### src/rtl/mem_access_ctrl_if.sv
// Bus interface for mem_access_ctrl.
// Groups the fetch port, the load/store port, the memory port and the busy flag.
//   slave  : controller view (i* are inputs, o* are outputs)
//   master : environment view (drives i*, observes o*)
`timescale 1ns/1ps
interface mem_access_ctrl_if #(
  parameter int unsigned ADDR_WIDTH = 64,
  parameter int unsigned DATA_WIDTH = 64,
  parameter int unsigned INST_WIDTH = 32
);
  // Fetch port
  logic                  iInstReq;
  logic [ADDR_WIDTH-1:0] iInstAddr;
  logic                  oInstValid;
  logic [INST_WIDTH-1:0] oInst;
  // Load/store port
  logic                  iLsReq;
  logic                  iLsWr;
  logic [ADDR_WIDTH-1:0] iLsAddr;
  logic [DATA_WIDTH-1:0] iLsWrData;
  logic [3:0]            iLsLen;
  logic                  iLsSigned;
  logic                  oLsDone;
  logic [DATA_WIDTH-1:0] oLsRdData;
  logic                  oLsErr;
  // Memory port
  logic                  oMemReqValid;
  logic                  iMemReqReady;
  logic                  oMemWrEn;
  logic [ADDR_WIDTH-1:0] oMemAddr;
  logic [DATA_WIDTH-1:0] oMemWrData;
  logic [7:0]            oMemWrStrb;
  logic                  iMemRespValid;
  logic [DATA_WIDTH-1:0] iMemRespData;
  // Status
  logic                  oBusy;

  modport slave (
    input  iInstReq, iInstAddr,
    input  iLsReq, iLsWr, iLsAddr, iLsWrData, iLsLen, iLsSigned,
    input  iMemReqReady, iMemRespValid, iMemRespData,
    output oInstValid, oInst,
    output oLsDone, oLsRdData, oLsErr,
    output oMemReqValid, oMemWrEn, oMemAddr, oMemWrData, oMemWrStrb,
    output oBusy
  );

  modport master (
    output iInstReq, iInstAddr,
    output iLsReq, iLsWr, iLsAddr, iLsWrData, iLsLen, iLsSigned,
    output iMemReqReady, iMemRespValid, iMemRespData,
    input  oInstValid, oInst,
    input  oLsDone, oLsRdData, oLsErr,
    input  oMemReqValid, oMemWrEn, oMemAddr, oMemWrData, oMemWrStrb,
    input  oBusy
  );
endinterface

### src/rtl/mem_access_ctrl.sv
// Memory access controller: arbitrates one instruction fetch or one load/store at a time
// onto a single 64-bit memory port (request/ready handshake, then response valid).
// Ports:
//   iClock - clock
//   iReset - asynchronous active-low reset
//   bus    - mem_access_ctrl_if.slave: fetch, load/store, memory port and oBusy
// All outputs are decoded from registered state, so they are glitch-free and held stable
// while a memory request waits for iMemReqReady.
`timescale 1ns/1ps
module mem_access_ctrl #(
  parameter int unsigned ADDR_WIDTH = 64,
  parameter int unsigned DATA_WIDTH = 64,
  parameter int unsigned INST_WIDTH = 32,
  parameter int unsigned TIMEOUT    = 256
) (
  input  logic               iClock,
  input  logic               iReset,
  mem_access_ctrl_if.slave   bus
);

  localparam int unsigned CntW = (TIMEOUT > 2) ? $clog2(TIMEOUT) : 1;

  typedef enum logic [1:0] {StIdle, StReq, StWait, StResp} state_e;

  state_e                state_q, state_d;
  logic                  is_ls_q, is_ls_d;    // request being served is a load/store
  logic                  wr_q, wr_d;
  logic                  sgn_q, sgn_d;
  logic                  err_q, err_d;        // rejected or timed out
  logic [3:0]            len_q, len_d;
  logic [ADDR_WIDTH-1:0] addr_q, addr_d;
  logic [DATA_WIDTH-1:0] wdata_q, wdata_d;
  logic [DATA_WIDTH-1:0] data_q, data_d;      // memory response, zeroed on error
  logic [CntW-1:0]       cnt_q, cnt_d;

  // Validity of the incoming load/store: legal length and natural alignment.
  logic       len_ok;
  logic [2:0] len_mask;
  logic       ls_bad;

  always_comb begin
    len_ok   = 1'b1;
    len_mask = 3'd0;
    case (bus.iLsLen)
      4'd1:    len_mask = 3'd0;
      4'd2:    len_mask = 3'd1;
      4'd4:    len_mask = 3'd3;
      4'd8:    len_mask = 3'd7;
      default: len_ok   = 1'b0;
    endcase
    ls_bad = !len_ok || ((bus.iLsAddr[2:0] & len_mask) != 3'd0);
  end

  // Next-state logic.
  always_comb begin
    state_d = state_q;
    is_ls_d = is_ls_q;
    wr_d    = wr_q;
    sgn_d   = sgn_q;
    err_d   = err_q;
    len_d   = len_q;
    addr_d  = addr_q;
    wdata_d = wdata_q;
    data_d  = data_q;
    cnt_d   = cnt_q;

    unique case (state_q)
      StIdle: begin
        if (bus.iLsReq) begin
          is_ls_d = 1'b1;
          wr_d    = bus.iLsWr;
          sgn_d   = bus.iLsSigned;
          len_d   = bus.iLsLen;
          addr_d  = bus.iLsAddr;
          wdata_d = bus.iLsWrData;
          data_d  = '0;
          err_d   = ls_bad;
          state_d = ls_bad ? StResp : StReq;
        end else if (bus.iInstReq) begin
          is_ls_d = 1'b0;
          wr_d    = 1'b0;
          sgn_d   = 1'b0;
          len_d   = 4'd4;
          addr_d  = bus.iInstAddr;
          wdata_d = '0;
          data_d  = '0;
          err_d   = (bus.iInstAddr[1:0] != 2'b00);
          state_d = err_d ? StResp : StReq;
        end
      end
      StReq: begin
        // Responses in this state are ignored, including one coincident with the handshake.
        if (bus.iMemReqReady) begin
          cnt_d   = '0;
          state_d = StWait;
        end
      end
      StWait: begin
        if (bus.iMemRespValid) begin
          data_d  = bus.iMemRespData;
          err_d   = 1'b0;
          state_d = StResp;
        end else if (cnt_q == CntW'(TIMEOUT - 1)) begin
          data_d  = '0;
          err_d   = 1'b1;
          state_d = StResp;
        end else begin
          cnt_d = cnt_q + CntW'(1);
        end
      end
      StResp: begin
        state_d = StIdle;
      end
      default: state_d = StIdle;
    endcase
  end

  always_ff @(posedge iClock or negedge iReset) begin
    if (!iReset) begin
      state_q <= StIdle;
      is_ls_q <= 1'b0;
      wr_q    <= 1'b0;
      sgn_q   <= 1'b0;
      err_q   <= 1'b0;
      len_q   <= 4'd0;
      addr_q  <= '0;
      wdata_q <= '0;
      data_q  <= '0;
      cnt_q   <= '0;
    end else begin
      state_q <= state_d;
      is_ls_q <= is_ls_d;
      wr_q    <= wr_d;
      sgn_q   <= sgn_d;
      err_q   <= err_d;
      len_q   <= len_d;
      addr_q  <= addr_d;
      wdata_q <= wdata_d;
      data_q  <= data_d;
      cnt_q   <= cnt_d;
    end
  end

  // Byte lane mask for a store, before shifting to the address offset.
  logic [7:0]            lane_mask;
  logic [DATA_WIDTH-1:0] shifted;
  logic [DATA_WIDTH-1:0] ld_data;

  always_comb begin
    case (len_q)
      4'd1:    lane_mask = 8'h01;
      4'd2:    lane_mask = 8'h03;
      4'd4:    lane_mask = 8'h0F;
      default: lane_mask = 8'hFF;
    endcase
  end

  // Load extraction: move the addressed bytes down to bit 0, then extend.
  always_comb begin
    shifted = data_q >> {addr_q[2:0], 3'b000};
    case (len_q)
      4'd1:    ld_data = {{(DATA_WIDTH-8){sgn_q & shifted[7]}}, shifted[7:0]};
      4'd2:    ld_data = {{(DATA_WIDTH-16){sgn_q & shifted[15]}}, shifted[15:0]};
      4'd4:    ld_data = {{(DATA_WIDTH-32){sgn_q & shifted[31]}}, shifted[31:0]};
      default: ld_data = shifted;
    endcase
  end

  // Outputs are forced to zero outside the state that owns them.
  always_comb begin
    bus.oBusy        = (state_q != StIdle);
    bus.oMemReqValid = 1'b0;
    bus.oMemWrEn     = 1'b0;
    bus.oMemAddr     = '0;
    bus.oMemWrData   = '0;
    bus.oMemWrStrb   = 8'h00;
    bus.oInstValid   = 1'b0;
    bus.oInst        = '0;
    bus.oLsDone      = 1'b0;
    bus.oLsErr       = 1'b0;
    bus.oLsRdData    = '0;

    if (state_q == StReq) begin
      bus.oMemReqValid = 1'b1;
      bus.oMemAddr     = {addr_q[ADDR_WIDTH-1:3], 3'b000};
      if (wr_q) begin
        bus.oMemWrEn   = 1'b1;
        bus.oMemWrData = wdata_q << {addr_q[2:0], 3'b000};
        bus.oMemWrStrb = lane_mask << addr_q[2:0];
      end
    end

    if (state_q == StResp) begin
      if (is_ls_q) begin
        bus.oLsDone = 1'b1;
        bus.oLsErr  = err_q;
        if (!wr_q && !err_q) begin
          bus.oLsRdData = ld_data;
        end
      end else begin
        bus.oInstValid = 1'b1;
        bus.oInst      = addr_q[2] ? data_q[2*INST_WIDTH-1:INST_WIDTH]
                                   : data_q[INST_WIDTH-1:0];
      end
    end
  end

endmodule

### src/flat_wrapper.sv
// flat-port wrapper written by rule: the top's interface ports become plain ports
module mem_access_ctrl_flat 
#(
  parameter int unsigned ADDR_WIDTH = 64,
  parameter int unsigned DATA_WIDTH = 64,
  parameter int unsigned INST_WIDTH = 32,
  parameter int unsigned TIMEOUT    = 256
)
  (iClock, iReset, bus_iInstReq, bus_iInstAddr, bus_iLsReq, bus_iLsWr, bus_iLsAddr, bus_iLsWrData, bus_iLsLen, bus_iLsSigned, bus_iMemReqReady, bus_iMemRespValid, bus_iMemRespData, bus_oInstValid, bus_oInst, bus_oLsDone, bus_oLsRdData, bus_oLsErr, bus_oMemReqValid, bus_oMemWrEn, bus_oMemAddr, bus_oMemWrData, bus_oMemWrStrb, bus_oBusy);
  mem_access_ctrl_if #(.ADDR_WIDTH(ADDR_WIDTH), .DATA_WIDTH(DATA_WIDTH), .INST_WIDTH(INST_WIDTH)) bus_i ();
  input  logic iClock;
  input  logic iReset;
  input wire logic [$bits(bus_i.iInstReq)-1:0] bus_iInstReq;
  input wire logic [$bits(bus_i.iInstAddr)-1:0] bus_iInstAddr;
  input wire logic [$bits(bus_i.iLsReq)-1:0] bus_iLsReq;
  input wire logic [$bits(bus_i.iLsWr)-1:0] bus_iLsWr;
  input wire logic [$bits(bus_i.iLsAddr)-1:0] bus_iLsAddr;
  input wire logic [$bits(bus_i.iLsWrData)-1:0] bus_iLsWrData;
  input wire logic [$bits(bus_i.iLsLen)-1:0] bus_iLsLen;
  input wire logic [$bits(bus_i.iLsSigned)-1:0] bus_iLsSigned;
  input wire logic [$bits(bus_i.iMemReqReady)-1:0] bus_iMemReqReady;
  input wire logic [$bits(bus_i.iMemRespValid)-1:0] bus_iMemRespValid;
  input wire logic [$bits(bus_i.iMemRespData)-1:0] bus_iMemRespData;
  output wire logic [$bits(bus_i.oInstValid)-1:0] bus_oInstValid;
  output wire logic [$bits(bus_i.oInst)-1:0] bus_oInst;
  output wire logic [$bits(bus_i.oLsDone)-1:0] bus_oLsDone;
  output wire logic [$bits(bus_i.oLsRdData)-1:0] bus_oLsRdData;
  output wire logic [$bits(bus_i.oLsErr)-1:0] bus_oLsErr;
  output wire logic [$bits(bus_i.oMemReqValid)-1:0] bus_oMemReqValid;
  output wire logic [$bits(bus_i.oMemWrEn)-1:0] bus_oMemWrEn;
  output wire logic [$bits(bus_i.oMemAddr)-1:0] bus_oMemAddr;
  output wire logic [$bits(bus_i.oMemWrData)-1:0] bus_oMemWrData;
  output wire logic [$bits(bus_i.oMemWrStrb)-1:0] bus_oMemWrStrb;
  output wire logic [$bits(bus_i.oBusy)-1:0] bus_oBusy;
  assign bus_i.iInstReq = bus_iInstReq;
  assign bus_i.iInstAddr = bus_iInstAddr;
  assign bus_i.iLsReq = bus_iLsReq;
  assign bus_i.iLsWr = bus_iLsWr;
  assign bus_i.iLsAddr = bus_iLsAddr;
  assign bus_i.iLsWrData = bus_iLsWrData;
  assign bus_i.iLsLen = bus_iLsLen;
  assign bus_i.iLsSigned = bus_iLsSigned;
  assign bus_i.iMemReqReady = bus_iMemReqReady;
  assign bus_i.iMemRespValid = bus_iMemRespValid;
  assign bus_i.iMemRespData = bus_iMemRespData;
  assign bus_oInstValid = bus_i.oInstValid;
  assign bus_oInst = bus_i.oInst;
  assign bus_oLsDone = bus_i.oLsDone;
  assign bus_oLsRdData = bus_i.oLsRdData;
  assign bus_oLsErr = bus_i.oLsErr;
  assign bus_oMemReqValid = bus_i.oMemReqValid;
  assign bus_oMemWrEn = bus_i.oMemWrEn;
  assign bus_oMemAddr = bus_i.oMemAddr;
  assign bus_oMemWrData = bus_i.oMemWrData;
  assign bus_oMemWrStrb = bus_i.oMemWrStrb;
  assign bus_oBusy = bus_i.oBusy;
  mem_access_ctrl #(.ADDR_WIDTH(ADDR_WIDTH), .DATA_WIDTH(DATA_WIDTH), .INST_WIDTH(INST_WIDTH), .TIMEOUT(TIMEOUT)) u_core (.iClock(iClock), .iReset(iReset), .bus(bus_i));
endmodule
### config.mk
export PLATFORM = sky130hd
export DESIGN_NAME = mem_access_ctrl_flat
export DESIGN_NICKNAME = d
export VERILOG_FILES = /design/src/rtl/mem_access_ctrl_if.sv /design/src/rtl/mem_access_ctrl.sv /design/src/flat_wrapper.sv
export SDC_FILE = /design/constraint.sdc
export NUM_CORES = 1
export LEC_CHECK = 0
export CAP_MARGIN = 20
export CORE_AREA = 5 5 192 194
export DETAILED_ROUTE_END_ITERATION = 16
export DIE_AREA = 0 0 197 199
export PLACE_DENSITY = 0.78
export REMOVE_ABC_BUFFERS = 1
export SYNTH_ARGS = -nofsm -noshare
export SYNTH_HDL_FRONTEND = slang
export SYNTH_SLANG_ARGS = --single-unit
### constraint.sdc
create_clock -name iClock -period 3.3 [get_ports iClock]
set_input_delay 0.495 -clock iClock [delete_from_list [all_inputs] [get_ports iClock]]
set_output_delay 0.495 -clock iClock [all_outputs]
set_load 0.03 [all_outputs]
==> results.yml, run 1 <==
# implementation run metrics
outcome:
  outcome: "complete, but fails checks"
  violations: "setup timing"
critical_path:
  r2r_slack_ps: 910
  cp-startpoint: "u_core.addr_q[2]"
  endpoint: "bus_oLsRdData[52]"
  cp_num_buf_inv: 3
  critical_path_class: "flop to primary output"
  cp_top_family: "multiplexers"
  slowest_delay_ps: 530
  path_depth: 8
  path_cells: "mux2_4, mux4_2, and4_4, o41ai_4, buf_4, buf_8, a21oi_2, buf_6"
  critPathMaxFanout: 8
  rr_worst_depth: 7
  cp_data_required_time_ps: 2800
  worstPathArrival_ps: 2900
  r2r-end: "u_core.data_q[35]"
  cp-end-kind: "primary output"
  slowest_stage: "dfrtp_4"
  cp-start-kind: "flop"
  crit-reg2reg-launch: "u_core.state_q[0]"
final_timing:
  period_minus_slack_ps: 3390
  finalCritPeriodShare_pct: 103
  relSlewSlack_pct: 51.0
  setup-violations-final: 32
  finClkSkew_ps: 20.8
  fin_setup_tns_ps: -2590
  rsz0062_at_grt: "yes"
  slew_violations: 0
  hold_violations: 0
  max_freq_mhz: 295
  max_slew.worst_pin.slew_ps: 735
  fin_ws_ps: -92.6
  whs_ps: 302
synthesis:
  synth-area-yosys_um2: 13900
  ys_types: 54
  numSynthFlops: 210
  ys_seq_share_pct: 37.8
  synthXorXnorAreaFrac_pct: 0.378
  synthAoiAreaFrac_pct: 13.1
  mux_share_pct: 19.7
  ys_cells: 1665
  syn_inst: 1665
  avgSynthCellArea_um2: 8.35
  yosys_warnings: 0
  synth-edff-count: 0
  ys_sh_simple_pct: 24.0
  flop_cell: "dfrtp_1"
  ys_sh_adder_pct: 0.450
  synthTopLogicFamily: "simple AND/OR/NAND/NOR gates"
  syn-cell-area_um2: 13900
  async_flop_share_pct: 100
cells_and_area:
  num-multi-input-gates: 1300
  largest_registers: "u_core.addr_q (64), u_core.data_q (64), u_core.wdata_q (64)"
  final_layout_size_suffix_gt1_share_pct: 17.0
  nFillCells: 3013
  layout.nets: 2391
  nClkBuffers: 38
  logic_area_um2: 8210
  nonClkBufAreaFrac_pct: 28.1
  final_cell_mix: "nand2_1 (382), clkdlybuf4s50_1 (363), dfrtp_1 (207), mux2i_1 (158), o21ai_0 (156)"
  area_delta_synth_final_pct: 50.5
  buffers_excl_clock: 570
  clkCellAreaFrac_pct: 4.53
  flop-count: 210
  diodes: 0
  largest_class: "multi-input combinational cells"
  flop_area_um2: 5270
  nNonClkInverters: 10
power:
  p_total_uw: 17700
  power_density_nw_per_um2: 844
  ir_drop_uv: 502
  p_leak_uw: 0.00915
placed_design:
  dp.cells: 2544
  io_buffers: 502
  pre_cts_slack_ps: -63.8
  finalWeightedCongestion: 0.969
  post_dp_cell_area_um2: 19700
  hpwlAfterDp_um: 42100
hold_path:
  min_path_cells: 3
  hp-start: "bus_iLsReq"
  min_to: "u_core.is_ls_q"
  hold_class: "primary input to flop"
clock_network:
  htreeDepth: 1
  cts_root_buf: "clkbuf_16"
  post_cts_resized: 282
  cts_sinks: 210
  clk_latency_ps: 540
  cts_buffers: 26
  ctsLongestPathBuffers: 3
  clk_pin_slew_worst_paths_ps: 60
  cts_tree: "built"
  post-cts-setup-buffer-count: 7
  cts_hold_buf: 1
drt:
  drc: 0
  wl_met3_um: 4960
  top_layer: "met5"
  ant_nets: 0
  wl_met2_um: 28400
  drtIter0Drc: 805
  firstDrtPassIters: 5
  wl_met1_um: 20700
  vias_per_cell: 5.47
global_route:
  grt_pass1_vias: 14477
  overflow: 0
  met2_usage_pct: 48.6
  grt_max_degree: 125
  grt_antenna_before_repair: 4
  grt_pass1_wl_um: 84700
die:
  dieHeight_um: 199
  pin_count: 506
  fp_util_pct: 39.7
  tapCellCount: 461
  die_x_um: 197
  die_area_um2: 39200
run:
  tool_warnings: 34
  maxCapViolCount: 0
## run 1: cell families after synthesis
logic type | count (synthesis)
muxes | 224
DFF | 210
xor gates and xnor gates | 6
buffers and inverters | 157
and+or+nand+nor | 749
other | 1
AOI/OAI and AO/OA | 313
adders and majority gates | 5
## run 1: Yosys cell counts (20+ instances only)
cell,n,area share [%]
mux2i_1,158,11
dfrtp_1,210,38
nand2b_1,29,1.3
a21oi_1,76,2.7
o21ai_0,157,5.6
mux4_2,36,5.8
nor2_1,130,3.5
clkbuf_1,117,3.2
and2_1,83,3.7
nand3_1,72,2.6
mux2_2,29,2.3
nand2_1,383,10
nor2b_1,20,0.90
## run 1: where the power goes
part | internal, uW | switching, uW | leakage [uW]
clock | 2000 | 1160 | 0.000458
sequential | 3700 | 1090 | 0.00272
combinational | 3960 | 5760 | 0.00597
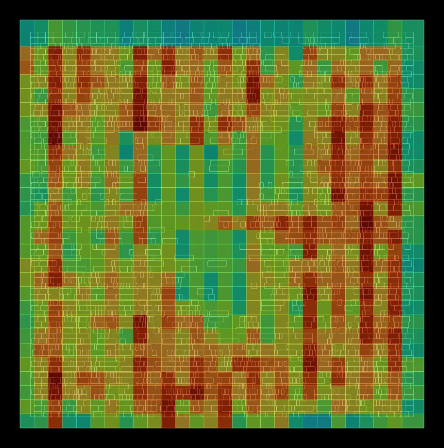
(run_1/final_congestion.png)
met1 usage: 32.1%
fin util: 59.7%
met3 Use GR: 6.55%
Most Crowded Layer GR: met2
Avg WL per Cell: 21.7 um

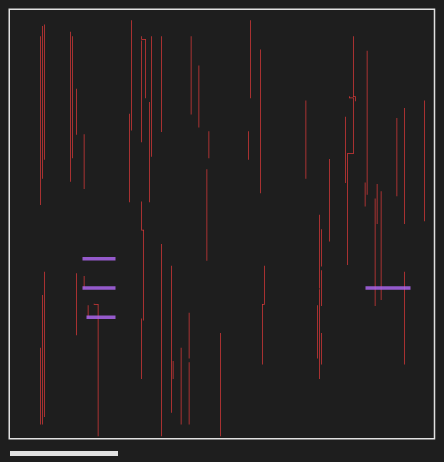
(run_1/metal_stack.png)
The bar under the picture is 50 um long. Two of the layers only.
[purple] met5 | wire length: 58.9 um
[red] met4 | wire length: 2,380 um
total routed wirelength: 56,500 um
Via Count: 14,218
Total GRT Usage: 27.4%

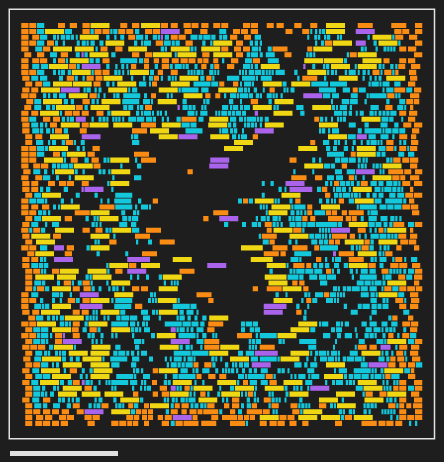
(run_1/cell_classes.png)
The bar under the picture is 50 um long.
[yellow] flip-flops | cells: 210
[orange] other buffers and delay cells | cells: 570
[cyan] all other logic | cells: 1,310
[purple] clock drivers and dummy loads | cells: 48
flop share of the area: 25.2%
final non-filler cell area: 20,900 um2
CORE AREA: 35,100 um2
num rows: 69

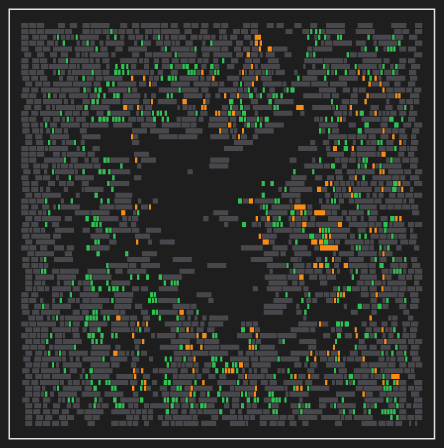
(run_1/gate_families.png)
[green] NAND gates | cells: 488 | where: all over the die
[orange] NOR gates | cells: 162
final non-filler cell total: 2,599
logic share of the area: 39.2%
most instantiated logic cell after routing: nand2_1

--- run 2 (diff from run 1) ---
--- a/config.mk
+++ b/config.mk
@@ -6,10 +6,10 @@
 export NUM_CORES = 1
 export LEC_CHECK = 0
 export CAP_MARGIN = 20
-export CORE_AREA = 5 5 192 194
+export CORE_AREA = 2 2 194 196
 export DETAILED_ROUTE_END_ITERATION = 16
-export DIE_AREA = 0 0 197 199
-export PLACE_DENSITY = 0.78
+export DIE_AREA = 0 0 196 198
+export PLACE_DENSITY = 0.75
 export REMOVE_ABC_BUFFERS = 1
 export SYNTH_ARGS = -nofsm -noshare
 export SYNTH_HDL_FRONTEND = slang
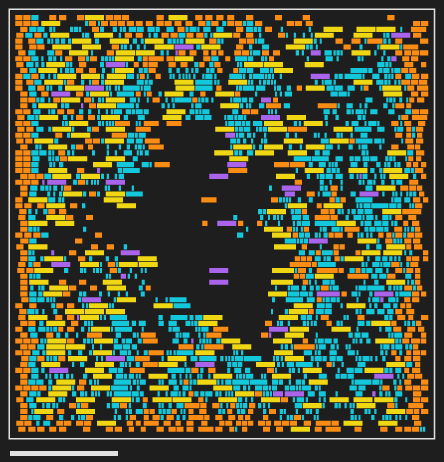
(run_2/cell_classes.png)
The bar under the picture is 50 um long.
[yellow] flip-flops | cells: 210
[orange] other buffers and delay cells | cells: 589
[purple] clock drivers and dummy loads | cells: 46
[cyan] all other logic | cells: 1,310
num rows: 71
CORE AREA: 37,000 um2
fin util: 56.9%
final non-filler cell area: 21,000 um2
flop share of the area: 25.0%

==> results.yml, run 2 <==
# implementation run metrics
final_timing:
  rsz0062_at_grt: "yes"
  slew_violations: 0
  relSlewSlack_pct: 51.2
  fin_ws_ps: -268
  setup-violations-final: 48
  period_minus_slack_ps: 3570
  whs_ps: 358
  max_slew.worst_pin.slew_ps: 731
  hold_violations: 0
  finalCritPeriodShare_pct: 108
synthesis:
  async_flop_share_pct: 100
  synthAoiAreaFrac_pct: 13.1
  synthTopLogicFamily: "simple AND/OR/NAND/NOR gates"
  synth.top_cell.area_share_pct: 37.8
  most_common_cell: "nand2_1"
  synthTopCellsByCount: "nand2_1 (383), dfrtp_1 (210), mux2i_1 (158)"
  ys_cells: 1665
  syn-cell-area_um2: 13900
  syn_inst: 1665
  synth-edff-count: 0
  synth-area-yosys_um2: 13900
  mux_share_pct: 19.7
  yosysTopAreaCell: "dfrtp_1"
  ys_seq_share_pct: 37.8
  numSynthFlops: 210
  avgSynthCellArea_um2: 8.35
  ys_types: 54
clock_network:
  clk_latency_ps: 530
  post-cts-setup-buffer-count: 5
  cts_sinks: 210
  ctsLongestPathBuffers: 3
  cts_buffers: 26
  cts_root_buf: "clkbuf_16"
  cts_hold_buf: 1
  cts_tree: "built"
  htreeDepth: 1
  post_cts_resized: 241
  clk_pin_slew_worst_paths_ps: 60
global_route:
  met2_usage_pct: 48.0
  use_met3_pct: 5.33
  overflow: 0
  grt_pass1_vias: 13824
  grt-busiest-layer: "met2"
  grt_antenna_before_repair: 3
  grt_pass1_wl_um: 81200
  grt_usage_pct: 26.8
  grt_max_degree: 143
power:
  pwr-share-clk_pct: 16.2
  power_density_nw_per_um2: 828
  combPwrFrac_pct: 56.5
  largestPowerGroup: "combinational logic"
  power_frac_seq_pct: 27.3
  p_total_uw: 17400
  ir_drop_uv: 483
  clk-power_uw: 2820
  p_leak_uw: 0.00929
  comb_power_uw: 9840
  p_int_uw: 9450
cells_and_area:
  nClkBuffers: 39
  nonClkBufAreaFrac_pct: 29.1
  layout.nets: 2410
  area_delta_synth_final_pct: 51.3
  largest_class: "multi-input combinational cells"
  diodes: 0
  num-multi-input-gates: 1300
  clkCellAreaFrac_pct: 3.97
  buffers_excl_clock: 589
  nNonClkInverters: 10
  flop-count: 210
  nFillCells: 3299
  comb_share_pct: 38.9
drt:
  wl_um: 55200
  firstDrtPassIters: 5
  wl_met2_um: 28000
  wl_met3_um: 4330
  ant_nets: 0
  wl_per_cell_um: 21.0
  vias: 14309
critical_path:
  critical_path_class: "flop to primary output"
  critPathMaxFanout: 7
  slowest_stage: "dfrtp_4"
  worstPathArrival_ps: 3070
  cp_data_required_time_ps: 2800
  cp-start-kind: "flop"
  path_depth: 9
  cp_top_family: "multiplexers"
  cp_num_buf_inv: 4
  slowest_delay_ps: 510
run:
  maxCapViolCount: 0
  tool_warnings: 34
die:
  die_x_um: 196
  pin_count: 506
  dieHeight_um: 198
placed_design:
  pre_cts_slack_ps: -34.1
  hpwlAfterDp_um: 40100
  finalWeightedCongestion: 0.926
hold_path:
  min_path_cells: 3
outcome:
  outcome: "complete, but fails checks"
  violations: "setup timing"
## run 2: cell counts after synthesis
Identical to the previous run, type by type.
## run 2: worst paths after layout
check                              startpoint            endpoint  slack, ps
max in group asynchronous              iReset   u_core.wdata_q[0]       1880
setup / recovery             u_core.addr_q[2]   bus_oLsRdData[51]       -270
min in group asynchronous              iReset   u_core.data_q[12]        560
hold / removal                     bus_iLsReq  u_core.wdata_q[12]        360
setup reg to reg            u_core.state_q[0]   u_core.data_q[39]        850
hold reg to reg            u_core.wdata_q[57]  u_core.wdata_q[57]        460
## run 2: per-stage QoR
step                      cell area [um2]  cells
final                               21000   2629
after global routing                21000   2629
after CTS                           20700   2609
after detailed placement            19700   2555
after global placement              19700   2555
after floorplan                     13300   1520
--- run 3 (diff from run 2) ---
--- a/config.mk
+++ b/config.mk
@@ -6,10 +6,10 @@
 export NUM_CORES = 1
 export LEC_CHECK = 0
 export CAP_MARGIN = 20
-export CORE_AREA = 2 2 194 196
+export CORE_AREA = 2 2 199 201
 export DETAILED_ROUTE_END_ITERATION = 16
-export DIE_AREA = 0 0 196 198
-export PLACE_DENSITY = 0.75
+export DIE_AREA = 0 0 201 203
+export PLACE_DENSITY = 0.72
 export REMOVE_ABC_BUFFERS = 1
 export SYNTH_ARGS = -nofsm -noshare
 export SYNTH_HDL_FRONTEND = slang
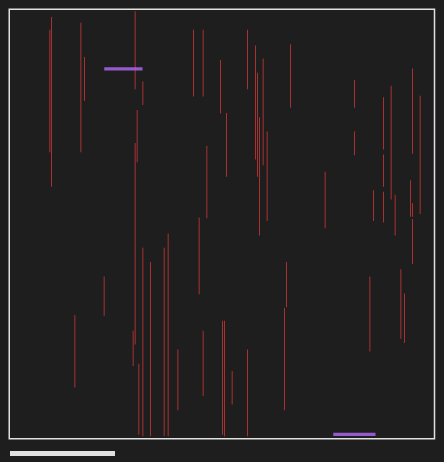
(run_3/metal_stack.png)
The bar under the picture is 50 um long. Two of the layers only.
[purple] met5 | wire length: 35.0 um
[red] met4 | wire length: 2,060 um
Via Count: 14,251
total routed wirelength: 55,500 um
Avg WL per Cell: 20.8 um
Total GRT Usage: 26.2%

==> results.yml, run 3 <==
# implementation run metrics
hold_path:
  hp-start: "bus_iLsReq"
synthesis:
  avgSynthCellArea_um2: 8.35
  async_flop_share_pct: 100
  syn-cell-area_um2: 13900
  yosysTopAreaCell: "dfrtp_1"
  ys_types: 54
  synthTopCellsByCount: "nand2_1 (383), dfrtp_1 (210), mux2i_1 (158)"
  ys_cells: 1665
  most_common_cell: "nand2_1"
  synth.top_cell.area_share_pct: 37.8
  synth-edff-count: 0
  ys_seq_share_pct: 37.8
  numSynthFlops: 210
outcome:
  outcome: "complete, but fails checks"
  violations: "setup timing"
critical_path:
  cp_top_family: "multiplexers"
  critPathMaxFanout: 5
  cp-start-kind: "flop"
  crit-reg2reg-launch: "u_core.state_q[0]"
  slowest_stage: "dfrtp_4"
  cp-startpoint: "u_core.addr_q[2]"
  cp_data_required_time_ps: 2800
  cp-end-kind: "primary output"
  critical_path_class: "flop to primary output"
  worstPathArrival_ps: 3140
  r2r_slack_ps: 990
  endpoint: "bus_oLsRdData[58]"
  path_depth: 9
  slowest_delay_ps: 500
power:
  ir_drop_uv: 443
  p_total_uw: 17900
  power_density_nw_per_um2: 852
  p_leak_uw: 0.00925
  power_frac_seq_pct: 26.6
  p_int_uw: 9950
  comb_power_uw: 9750
  pwr-share-clk_pct: 19.0
  combPwrFrac_pct: 54.4
  clk-power_uw: 3410
run:
  tool_warnings: 30
final_timing:
  setup-violations-final: 32
  whs_ps: 438
  max_slew.worst_pin.slew_ps: 731
  hold_violations: 0
  slew_violations: 0
  rsz0062_at_grt: "yes"
  fin_ws_ps: -334
  relSlewSlack_pct: 51.3
  finalCritPeriodShare_pct: 110
cells_and_area:
  comb_share_pct: 38.6
  postLayoutCoreUtil_pct: 54.7
  finalInstanceArea_um2: 21100
  clkCellAreaFrac_pct: 4.86
  diodes: 0
  nClkBuffers: 31
  flop-count: 210
  nNonClkInverters: 10
  largest_class: "multi-input combinational cells"
  nonClkBufAreaFrac_pct: 28.3
  nFillCells: 3542
  area_delta_synth_final_pct: 51.4
  final_layout_size_suffix_gt1_share_pct: 15.9
  num-multi-input-gates: 1300
die:
  pin_count: 506
  rows: 72
  die_x_um: 201
  core_um2: 38500
global_route:
  grt_antenna_before_repair: 2
  use_met3_pct: 5.71
  overflow: 0
  grt_max_degree: 87
clock_network:
  clk_pin_slew_worst_paths_ps: 60
  cts_buffers: 26
  htreeDepth: 1
  ctsLongestPathBuffers: 3
  clk_latency_ps: 540
  cts_root_buf: "clkbuf_16"
drt:
  wl_met2_um: 27900
  wl_met3_um: 4740
  firstDrtPassIters: 5
  vias_per_cell: 5.34
placed_design:
  io_buffers: 502
  post_dp_cell_area_um2: 19800
  finalWeightedCongestion: 0.957
  dp.cells: 2607
  hpwlAfterDp_um: 41600
-- run 3: cell count changes in the layout (fill, tap and decap cells not counted), sizes merged, moves of 2 or more --
cell / change
buf: -15
bufinv: +7
clkbuf: -4
clkdlybuf4s15: +4
clkdlybuf4s50: +3
dlymetal6s2s: -4
inv: +2
-- run 3: cells by family after synthesis --
group | after synthesis | synth area share (%)
adders and majority gates | 5 | 0.450
AOI/OAI and AO/OA | 313 | 13.1
and+or+nand+nor | 749 | 24.0
other | 1 | 0.0270
buffers and inverters | 157 | 4.65
muxes | 224 | 19.7
xor gates and xnor gates | 6 | 0.378
DFF | 210 | 37.8
-- run 3: timing repair --
action	in CTS	in global routing
cloned	0	4
hold buffers	1	0
endpoints found under the hold margin	5	0
pin swaps	0	1
setup endpoints to repair	103	74
buffers inserted	1	7
gates resized	119	136
Power figures rest on the tool's default switching activity, not on a simulated workload.
